`src/rtl/iob_input_conditioner.sv`:
```
// iob_input_conditioner
//
// Conditions two asynchronous pad inputs (IBUF outputs) before they reach
// fabric logic. Each channel is synchronised, debounced by a stable-count
// FSM and edge-detected. A registered AND of the two debounced levels is
// also provided, since that is the function the downstream LUT consumes.
//
// Parameters
//   SYNC_STAGES   : synchroniser depth per channel (>= 2)
//   STABLE_CYCLES : consecutive mismatching samples needed to accept a new
//                   level (2..65535)
//
// Ports
//   clk               : single clock
//   rst               : synchronous, active-high reset
//   en                : debounce enable; 0 freezes the debounced levels
//   pad_a_i, pad_b_i  : asynchronous pad inputs, channels A and B
//   a_q, b_q          : debounced levels
//   and_q             : registered a_q & b_q (one cycle behind the levels)
//   a_rise, a_fall    : one-cycle pulses on a_q edges
//   b_rise, b_fall    : one-cycle pulses on b_q edges
//   and_rise          : one-cycle pulse when and_q first reads 1
//   busy              : either channel is counting a candidate level
//
// Channel index 0 is A, index 1 is B throughout.

module iob_input_conditioner #(
    parameter int SYNC_STAGES   = 2,
    parameter int STABLE_CYCLES = 8
) (
    input  logic clk,
    input  logic rst,
    input  logic en,
    input  logic pad_a_i,
    input  logic pad_b_i,
    output logic a_q,
    output logic b_q,
    output logic and_q,
    output logic a_rise,
    output logic a_fall,
    output logic b_rise,
    output logic b_fall,
    output logic and_rise,
    output logic busy
);

    localparam int CW = $clog2(STABLE_CYCLES);
    localparam logic [CW-1:0] CNT_MAX = CW'(STABLE_CYCLES - 1);

    typedef enum logic {
        ST_IDLE = 1'b0,
        ST_PEND = 1'b1
    } state_e;

    logic [SYNC_STAGES-1:0] sync_q  [2];
    logic [SYNC_STAGES-1:0] sync_d  [2];
    state_e                 state_q [2];
    state_e                 state_d [2];
    logic [CW-1:0]          cnt_q   [2];
    logic [CW-1:0]          cnt_d   [2];

    logic [1:0] lvl_q, lvl_d;
    logic [1:0] rise_q, rise_d;
    logic [1:0] fall_q, fall_d;
    logic       and_lvl_q, and_lvl_d;
    logic       and_rise_q, and_rise_d;

    logic [1:0] pad_in;
    logic [1:0] s_lvl;

    assign pad_in = {pad_b_i, pad_a_i};
    // Last synchroniser stage: the only safe view of each pad.
    assign s_lvl  = {sync_q[1][SYNC_STAGES-1], sync_q[0][SYNC_STAGES-1]};

    always_comb begin
        // The AND stage works from the registered levels, so it lags them
        // by exactly one cycle.
        and_lvl_d  = lvl_q[0] & lvl_q[1];
        and_rise_d = and_lvl_d & ~and_lvl_q;

        lvl_d  = lvl_q;
        rise_d = 2'b00;
        fall_d = 2'b00;

        for (int ch = 0; ch < 2; ch++) begin
            // The synchroniser runs regardless of en.
            sync_d[ch]  = {sync_q[ch][SYNC_STAGES-2:0], pad_in[ch]};
            state_d[ch] = state_q[ch];
            cnt_d[ch]   = cnt_q[ch];

            if (!en) begin
                // Disabling discards any partial count; level holds.
                state_d[ch] = ST_IDLE;
                cnt_d[ch]   = '0;
            end else begin
                case (state_q[ch])
                    ST_IDLE: begin
                        if (s_lvl[ch] != lvl_q[ch]) begin
                            state_d[ch] = ST_PEND;
                            cnt_d[ch]   = CW'(1);
                        end else begin
                            cnt_d[ch] = '0;
                        end
                    end
                    ST_PEND: begin
                        if (s_lvl[ch] == lvl_q[ch]) begin
                            // Glitch shorter than STABLE_CYCLES: reject.
                            state_d[ch] = ST_IDLE;
                            cnt_d[ch]   = '0;
                        end else if (cnt_q[ch] == CNT_MAX) begin
                            // This sample is the STABLE_CYCLES-th mismatch.
                            state_d[ch] = ST_IDLE;
                            cnt_d[ch]   = '0;
                            lvl_d[ch]   = s_lvl[ch];
                            rise_d[ch]  = s_lvl[ch];
                            fall_d[ch]  = ~s_lvl[ch];
                        end else begin
                            cnt_d[ch] = cnt_q[ch] + CW'(1);
                        end
                    end
                    default: begin
                        state_d[ch] = ST_IDLE;
                        cnt_d[ch]   = '0;
                    end
                endcase
            end
        end
    end

    always_ff @(posedge clk) begin
        if (rst) begin
            for (int ch = 0; ch < 2; ch++) begin
                sync_q[ch]  <= '0;
                state_q[ch] <= ST_IDLE;
                cnt_q[ch]   <= '0;
            end
            lvl_q      <= 2'b00;
            rise_q     <= 2'b00;
            fall_q     <= 2'b00;
            and_lvl_q  <= 1'b0;
            and_rise_q <= 1'b0;
        end else begin
            for (int ch = 0; ch < 2; ch++) begin
                sync_q[ch]  <= sync_d[ch];
                state_q[ch] <= state_d[ch];
                cnt_q[ch]   <= cnt_d[ch];
            end
            lvl_q      <= lvl_d;
            rise_q     <= rise_d;
            fall_q     <= fall_d;
            and_lvl_q  <= and_lvl_d;
            and_rise_q <= and_rise_d;
        end
    end

    assign a_q      = lvl_q[0];
    assign b_q      = lvl_q[1];
    assign a_rise   = rise_q[0];
    assign a_fall   = fall_q[0];
    assign b_rise   = rise_q[1];
    assign b_fall   = fall_q[1];
    assign and_q    = and_lvl_q;
    assign and_rise = and_rise_q;
    assign busy     = (state_q[0] == ST_PEND) | (state_q[1] == ST_PEND);

endmodule

```
`config.mk`:
```
export PLATFORM = sky130hd
export DESIGN_NAME = iob_input_conditioner
export DESIGN_NICKNAME = d
export VERILOG_FILES = /design/src/rtl/iob_input_conditioner.sv
export SDC_FILE = /design/constraint.sdc
export NUM_CORES = 1
export LEC_CHECK = 0
export CAP_MARGIN = 10
export CELL_PAD_IN_SITES_DETAIL_PLACEMENT = 0
export CELL_PAD_IN_SITES_GLOBAL_PLACEMENT = 2
export CORE_MARGIN = 5
export CORE_UTILIZATION = 29
export DETAILED_ROUTE_END_ITERATION = 8
export PLACE_DENSITY = 0.82
export REMOVE_ABC_BUFFERS = 1
export SLEW_MARGIN = 30
export SYNTH_ARGS = -nofsm -noshare
export SYNTH_HDL_FRONTEND = slang
export SYNTH_SLANG_ARGS = --single-unit
```
`constraint.sdc`:
```
create_clock -name clk -period 1.3 [get_ports clk]
set_clock_uncertainty 0.05 [all_clocks]
set_input_delay 0.39 -clock clk [delete_from_list [all_inputs] [get_ports clk]]
set_output_delay 0.39 -clock clk [all_outputs]
set_load 0.02 [all_outputs]
```
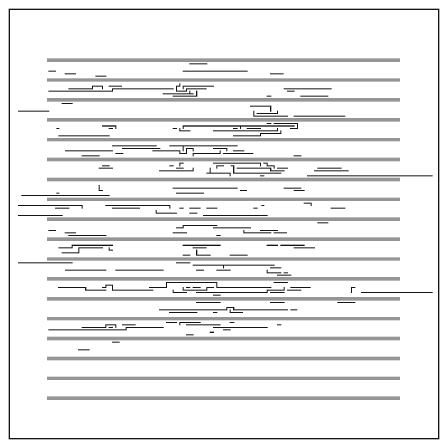
Figure 1: run 1, M1 wires.
Supply wires on this layer in grey.
90 nets have wire on it. The layer carries 599 um of wire. The wires run mostly horizontal.

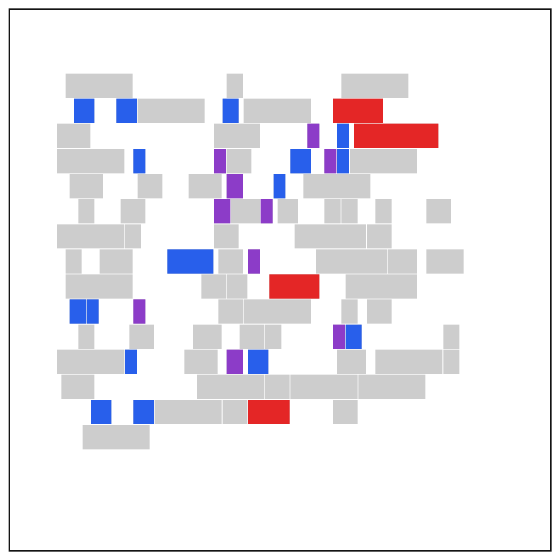
Figure 2: run 1, logic cells by family.
Purple marks NAND gates, cells 10. Red marks adder and majority cells, cells 4. Blue marks NOR gates, cells 16.

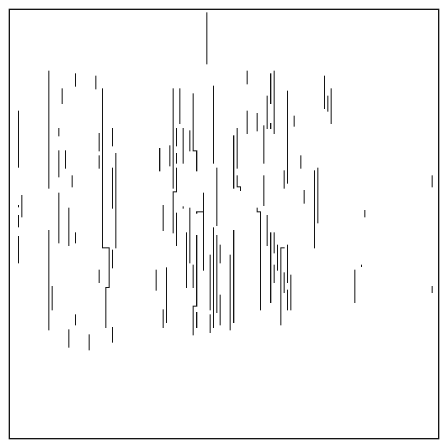
Figure 3: run 1, met2 routing.
The layer holds 44% of the routed length. The longest straight run is 21.8 um. The wires run mostly vertical.
Detailed Route WL: 1210 um
Via Count: 509
GRT met2 Usage: 11.5%

==> reports/metrics.yaml, run 1 <==
yosys:
  topCombFamilyByArea: "simple AND/OR/NAND/NOR gates"
  ys_seq_share_pct: 58.6
  simple_gate_area_share_pct: 25.6
  yosys_area_um2: 683
  common_cells: "dfxtp_1 (20), nand2_1 (7), nor2_1 (6), nor2b_1 (6), ha_1 (4)"
  netlist_area_um2: 683
  yosys.cell_types.count: 17
  synth_top_area_share_pct: 58.6
  avgSynthCellArea_um2: 10.5
  xor_share_pct: 2.56
  yosysMostFrequentCell: "dfxtp_1"
  ys.flops: 20
  yosysWarningCount: 0
  async_reset_ff_share_pct: 0
  ys_sh_adder_pct: 7.33
  syn_inst: 65
  synthMuxAreaShare_pct: 2.93
  edf_count: 0
  topCellsByArea: "dfxtp_1 (59%), ha_1 (7.3%), nor2b_1 (5.5%)"
pwr:
  clock_power_uw: 348
  p_per_area_mw_per_mm2: 1080
  p_sw_share_pct: 19.5
  seq_power_share_pct: 61.4
  power_combinational_uw: 44.4
  p_leak_nw: 0.446
  p_comb_share_pct: 4.4
  power_mw: 1.02
  power.internal_uw: 818
  p_seq_uw: 625
  top_power_group: "registers"
  p_sw_uw: 199
  p_clk_share_pct: 34.2
setup_path:
  worstSetupPathType: "reg -> out"
  critical_path.top_delay_family: "flip-flops"
  r2r_setup_slack_ps: 90
  end_kind: "output pin"
  slowest_delay_ps: 340
  cp_slowest_cell: "dfxtp_2"
  r2r_cells: 5
  crit_end: "busy"
  cp-start-kind: "register"
  crit_fanout: 2
  crit_required_ps: 860
  worstPathCellList: "or2_4 > buf_6"
  rr_endpoint: "lvl_q[0]"
  crit-reg2reg-launch: "cnt_q[0][0]"
  worstPathArrival_ps: 990
  cp.buffers_inverters: 1
  crit_start: "state_q[0][0]"
  path_depth: 2
drt:
  routed.top_layer: "met4"
  wl_per_cell_um: 10.1
  wl_met1_um: 599
  firstDrtPassIters: 3
  postRouteAntennaNets: 0
  dr_wl_met2_um: 525
  via_per_inst: 4.28
  drt_iter0_markers: 1
  remaining_drc_errors: 0
  wl_met3_um: 67
finish:
  clock_buffers: 4
  area_dominant_class: "sequential cells"
  final_layout_size_suffix_gt1_share_pct: 36.3
  flop_area_um2: 404
  final_common_cell: "dfxtp_1"
  largest_reg_flops: 6
  top_register: "cnt_q"
  combAreaFraction_pct: 32.7
  clock_area_share_pct: 3.85
  comb_cells: 45
  diodes: 0
  area_growth_pct: 37.9
  fillers: 223
  fin_cells: 119
  finalInstanceArea_um2: 942
  layout.nets: 101
  final_cell_mix: "dfxtp_1 (17), buf_4 (9), buf_2 (8)"
  seq-cell-share_pct: 42.9
  combGateArea_um2: 308
  nNonClkInverters: 0
  buf_share_pct: 16.9
  top_regs: "cnt_q (6), sync_q (4)"
  post-route-util_pct: 42.2
  flops: 20
  n_all_buffers: 22
clocking:
  clk_pin_slew_ps: 110
  clk_path_buf_depth: 2
  hold_buffers: 0
  cts_tree: "built"
  cts_resized: 40
  cts_sinks: 20
  clk_latency_ps: 290
  cts_root_buf: "clkbuf_4"
  htree_levels: 1
  cts_inserted_buffers: 3
  cts_setup_buffers: 0
grt:
  busiest_layer: "met2"
  met3_usage_pct: 2.41
  grt_util_met1_pct: 10.6
  antenna_found_initial: 0
  grt_pass1_vias: 505
  grt_first_pass_wirelength_um: 2060
  grt_usage_pct: 7.80
  grt_start_max_net_pins: 12
sta:
  final-max-slew-violation-count: 0
  worstMarginPinSlew_ps: 190
  finalHoldViolations: 0
  setup-tns-final_ps: -125
  setup-violations-final: 1
  slew-limit-headroom_pct: 87.3
  fin_ws_ps: -125
  hold_ws_ps: 378
  rsz0062_at_grt: "true"
  fmax_mhz: 702
  fin_crit_ps: 1430
  finalCritPeriodShare_pct: 110
floorplan:
  die_h_um: 58.5
  fp_util_pct: 30.6
  num_tap_cells: 28
  io_pins: 14
  dieArea_mm2: 0.00343
  core_mm2: 0.00223
run_status:
  outcome: "finished with violations"
  failed_checks: "setup timing"
place:
  io_buffers: 13
  place_ws_ps: -262
  place_congestion: 0.688
  dp_hpwl_um: 911
  placed_area_um2: 908
  place_inst: 114
flow_run:
  warning_count: 27
  cap_violations: 0
worst_hold_path:
  holdPathEnd: "and_rise"
  hp-class: "reg -> reg"
  hp-start: "and_q"
==> run 2, diff against run 1 <==
ABC_CLOCK_PERIOD_IN_PS = 1300   (was default)
CAP_MARGIN = 40   (was 10)
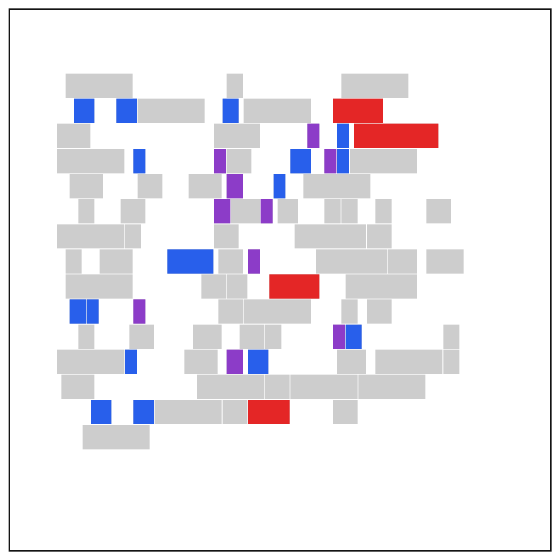
Figure 4: run 2, logic cells by family.
Blue marks NOR gates, cells 16. Purple marks NAND gates, cells 10. Red marks adder and majority cells, cells 4.
Top cell excl fill/tap: dfxtp_1
Final Non-Filler Cells: 119
fraction of area in multi-input gates: 32.7%

==> reports/metrics.yaml, run 2 <==
sta:
  fin_ws_ps: -125  # unchanged
  rsz0062_at_grt: "true"  # unchanged
  hold_ws_ps: 378  # unchanged
  worstMarginPinSlew_ps: 190  # unchanged
  setup-violations-final: 1  # unchanged
  final-max-slew-violation-count: 0  # unchanged
  slew-limit-headroom_pct: 87.3  # unchanged
  finalCritPeriodShare_pct: 110  # unchanged
place:
  place_ws_ps: -262  # unchanged
yosys:
  common_cells: "dfxtp_1 (20), nand2_1 (7), nor2_1 (6), nor2b_1 (6), ha_1 (4)"  # unchanged
  netlist_area_um2: 683  # unchanged
  ys_seq_share_pct: 58.6  # unchanged
  async_reset_ff_share_pct: 0  # unchanged
  topCellsByArea: "dfxtp_1 (59%), ha_1 (7.3%), nor2b_1 (5.5%)"  # unchanged
  avgSynthCellArea_um2: 10.5  # unchanged
  ys_sh_adder_pct: 7.33  # unchanged
  xor_share_pct: 2.56  # unchanged
  topCombFamilyByArea: "simple AND/OR/NAND/NOR gates"  # unchanged
  yosys_area_um2: 683  # unchanged
finish:
  finalInstanceArea_um2: 942  # unchanged
  nNonClkInverters: 0  # unchanged
  final_cell_mix: "dfxtp_1 (17), buf_4 (9), buf_2 (8)"  # unchanged
  post-route-util_pct: 42.2  # unchanged
  area_dominant_class: "sequential cells"  # unchanged
  largest_reg_flops: 6  # unchanged
  layout.nets: 101  # unchanged
  seq-cell-share_pct: 42.9  # unchanged
  final_layout_size_suffix_gt1_share_pct: 36.3  # unchanged
  diodes: 0  # unchanged
flow_run:
  cap_violations: 0  # unchanged
  warning_count: 27  # unchanged
clocking:
  cts_setup_buffers: 0  # unchanged
  cts_inserted_buffers: 3  # unchanged
  cts_resized: 40  # unchanged
  cts_sinks: 20  # unchanged
  clk_path_buf_depth: 2  # unchanged
worst_hold_path:
  holdPathEnd: "and_rise"  # unchanged
  hp-class: "reg -> reg"  # unchanged
setup_path:
  critical_path.top_delay_family: "flip-flops"  # unchanged
  r2r_setup_slack_ps: 90  # about the same
  cp-start-kind: "register"  # unchanged
  crit_fanout: 2  # unchanged
  crit_end: "busy"  # unchanged
  crit_start: "state_q[0][0]"  # unchanged
  worstSetupPathType: "reg -> out"  # unchanged
  end_kind: "output pin"  # unchanged
  worstPathArrival_ps: 990  # about the same
pwr:
  p_clk_share_pct: 34.2  # about the same
  seq_power_share_pct: 61.4  # about the same
  p_sw_share_pct: 19.5  # unchanged
  p_sw_uw: 199  # unchanged
  p_per_area_mw_per_mm2: 1080  # unchanged
  power_combinational_uw: 44.4  # about the same
floorplan:
  core_mm2: 0.00223  # unchanged
  dieArea_mm2: 0.00343  # unchanged
  num_tap_cells: 28  # unchanged
  die_h_um: 58.5  # unchanged
grt:
  grt_first_pass_wirelength_um: 2060  # unchanged
  antenna_found_initial: 0  # unchanged
  use_met2_pct: 11.5  # unchanged
  grt_util_met1_pct: 10.6  # unchanged
  grt_start_max_net_pins: 12  # unchanged
  busiest_layer: "met2"  # unchanged
drt:
  postRouteAntennaNets: 0  # unchanged
  remaining_drc_errors: 0  # unchanged
  wl_per_cell_um: 10.1  # unchanged
  via_per_inst: 4.28  # unchanged
  firstDrtPassIters: 3  # unchanged
run_status:
  outcome: "finished with violations"  # unchanged
  failed_checks: "setup timing"  # unchanged
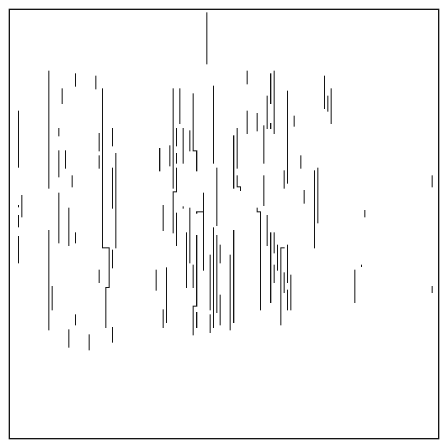
Figure 5: run 2, met2 routing.
The longest straight run is 21.8 um. The layer carries 526 um of wire. The layer holds 44% of the routed length.

==> run 3, diff against run 2 <==
PLACE_DENSITY = 0.73   (was 0.82)
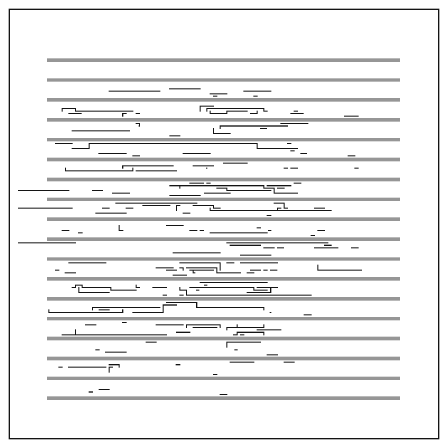
Figure 6: run 3, M1 wires.
Supply wires on this layer in grey.
The longest straight run is 23.0 um. 86 nets have wire on it. The wires run mostly horizontal. The layer holds 47% of the routed length. The layer carries 554 um of wire.

==> reports/metrics.yaml, run 3 <==
floorplan:
  io_pins: 14  # unchanged
  dieArea_mm2: 0.00343  # unchanged
  fp_util_pct: 30.6  # unchanged
  core_mm2: 0.00223  # unchanged
  num_tap_cells: 28  # unchanged
  die_h_um: 58.5  # unchanged
worst_hold_path:
  hp-class: "reg -> reg"  # unchanged
  hp-start: "and_q"  # unchanged
  holdPathEnd: "and_rise"  # unchanged
clocking:
  hold_buffers: 0  # unchanged
  cts_tree: "built"  # unchanged
  cts_sinks: 20  # unchanged
  cts_resized: 40  # unchanged
  cts_setup_buffers: 0  # unchanged
  clk_path_buf_depth: 2  # unchanged
  htree_levels: 1  # unchanged
  clk_latency_ps: 290  # about the same
  cts_inserted_buffers: 3  # unchanged
place:
  dp_hpwl_um: 915  # was 911 um
  placed_area_um2: 901  # was 908 um^2
  io_buffers: 13  # unchanged
  place_inst: 113  # was 114
  place_congestion: 0.750  # was 0.688
yosys:
  netlist_area_um2: 683  # unchanged
  synthMuxAreaShare_pct: 2.93  # unchanged
  avgSynthCellArea_um2: 10.5  # unchanged
  yosys.cell_types.count: 17  # unchanged
  topCellsByArea: "dfxtp_1 (59%), ha_1 (7.3%), nor2b_1 (5.5%)"  # unchanged
  synth_top_area_share_pct: 58.6  # unchanged
  xor_share_pct: 2.56  # unchanged
  simple_gate_area_share_pct: 25.6  # unchanged
  yosys_area_um2: 683  # unchanged
  ys_seq_share_pct: 58.6  # unchanged
  ys_sh_adder_pct: 7.33  # unchanged
  common_cells: "dfxtp_1 (20), nand2_1 (7), nor2_1 (6), nor2b_1 (6), ha_1 (4)"  # unchanged
  yosysMostFrequentCell: "dfxtp_1"  # unchanged
  topCombFamilyByArea: "simple AND/OR/NAND/NOR gates"  # unchanged
  async_reset_ff_share_pct: 0  # unchanged
  ys.flops: 20  # unchanged
drt:
  remaining_drc_errors: 0  # unchanged
  wl_met1_um: 553  # was 599 um
  wl_met3_um: 103  # was 67 um
  firstDrtPassIters: 4  # was 3
  wirelength_um: 1170  # was 1210 um
  wl_per_cell_um: 10.1  # about the same
  routed.top_layer: "met3"  # was met4
  postRouteAntennaNets: 0  # unchanged
  via_per_inst: 4.34  # was 4.28
  drt_iter0_markers: 4  # was 1
  vias: 504  # was 509
finish:
  final_layout_size_suffix_gt1_share_pct: 33.0  # was 36.3%
  layout.nets: 99  # was 101
  n_all_buffers: 20  # was 22
  fillers: 234  # was 223
  area_dominant_class: "sequential cells"  # unchanged
  top_register: "cnt_q"  # unchanged
  combGateArea_um2: 293  # was 308 um^2
  top_regs: "cnt_q (6), sync_q (4)"  # unchanged
  post-route-util_pct: 40.2  # was 42.2%
  diodes: 0  # unchanged
  final_cell_mix: "dfxtp_1 (18), buf_2 (8), buf_4 (7)"  # was dfxtp_1 (17), buf_4 (9), buf_2 (8)
  flops: 20  # unchanged
  seq-cell-share_pct: 44.9  # was 42.9%
  area_growth_pct: 31.3  # was 37.9%
  nNonClkInverters: 0  # unchanged
  finalInstanceArea_um2: 897  # was 942 um^2
  flop_area_um2: 403  # was 404 um^2
  clock_buffers: 3  # was 4
  clock_area_share_pct: 2.51  # was 3.85%
  final_common_cell: "dfxtp_1"  # unchanged
sta:
  fmax_mhz: 704  # was 702 MHz
  setup-violations-final: 1  # unchanged
  finalCritPeriodShare_pct: 109  # was 110%
  slew-limit-headroom_pct: 86.9  # was 87.3%
  setup-tns-final_ps: -121  # was -125 ps
  hold_ws_ps: 376  # was 378 ps
  fin_ws_ps: -121  # was -125 ps
  finalHoldViolations: 0  # unchanged
  final-max-slew-violation-count: 0  # unchanged
setup_path:
  r2r_cells: 5  # unchanged
  crit_end: "busy"  # unchanged
  crit_start: "state_q[0][1]"  # was state_q[0][0]
  crit_required_ps: 860  # about the same
  worstPathCellList: "or2_4 > buf_6"  # unchanged
  end_kind: "output pin"  # unchanged
  worstSetupPathType: "reg -> out"  # unchanged
  rr_endpoint: "lvl_q[0]"  # unchanged
  slowest_delay_ps: 330  # was 340 ps
  crit_fanout: 2  # unchanged
  critical_path.top_delay_family: "flip-flops"  # unchanged
  path_depth: 2  # unchanged
  cp.buffers_inverters: 1  # unchanged
  cp_slowest_cell: "dfxtp_2"  # unchanged
  worstPathArrival_ps: 980  # was 990 ps
  cp-start-kind: "register"  # unchanged
  r2r_setup_slack_ps: 70  # was 90 ps
  crit-reg2reg-launch: "cnt_q[0][0]"  # unchanged
run_status:
  failed_checks: "setup timing"  # unchanged
  outcome: "finished with violations"  # unchanged
pwr:
  seq_power_share_pct: 66.2  # was 61.4%
  power_uw: 944  # was 1.02 mW
  p_seq_uw: 625  # about the same
  p_leak_nw: 0.427  # was 0.446 nW
  power.internal_uw: 754  # was 818 uW
  power_combinational_uw: 42.5  # was 44.4 uW
  p_comb_share_pct: 4.5  # was 4.4%
  p_sw_share_pct: 20.1  # was 19.5%
  clock_power_uw: 277  # was 348 uW
  p_clk_share_pct: 29.3  # was 34.2%
  p_sw_uw: 190  # was 199 uW
grt:
  grt_first_pass_wirelength_um: 2060  # about the same
  busiest_layer: "met2"  # unchanged
  antenna_found_initial: 0  # unchanged
  grt_start_max_net_pins: 11  # was 12
  grt_util_met1_pct: 9.30  # was 10.6%
  grt_pass1_vias: 495  # was 505
flow_run:
  warning_count: 27  # unchanged
  cap_violations: 0  # unchanged
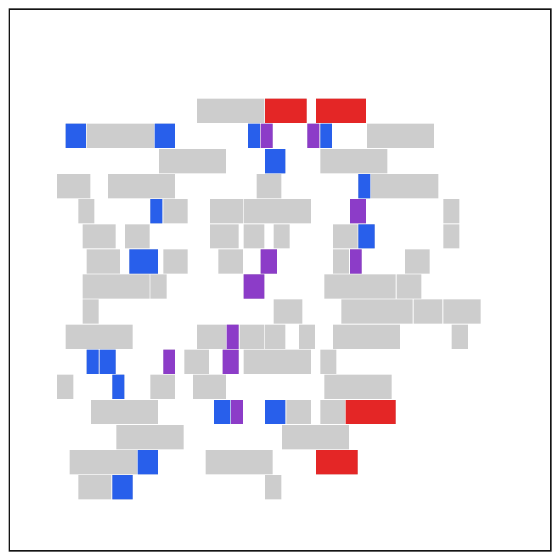
Figure 7: run 3, logic cells by family.
Blue marks NOR gates, cells 16. Red marks adder and majority cells, cells 4. Purple marks NAND gates, cells 10, where middle.
Final Non-Filler Cells: 116
fraction of area in multi-input gates: 32.6%

Power and IR drop assume default switching activity.
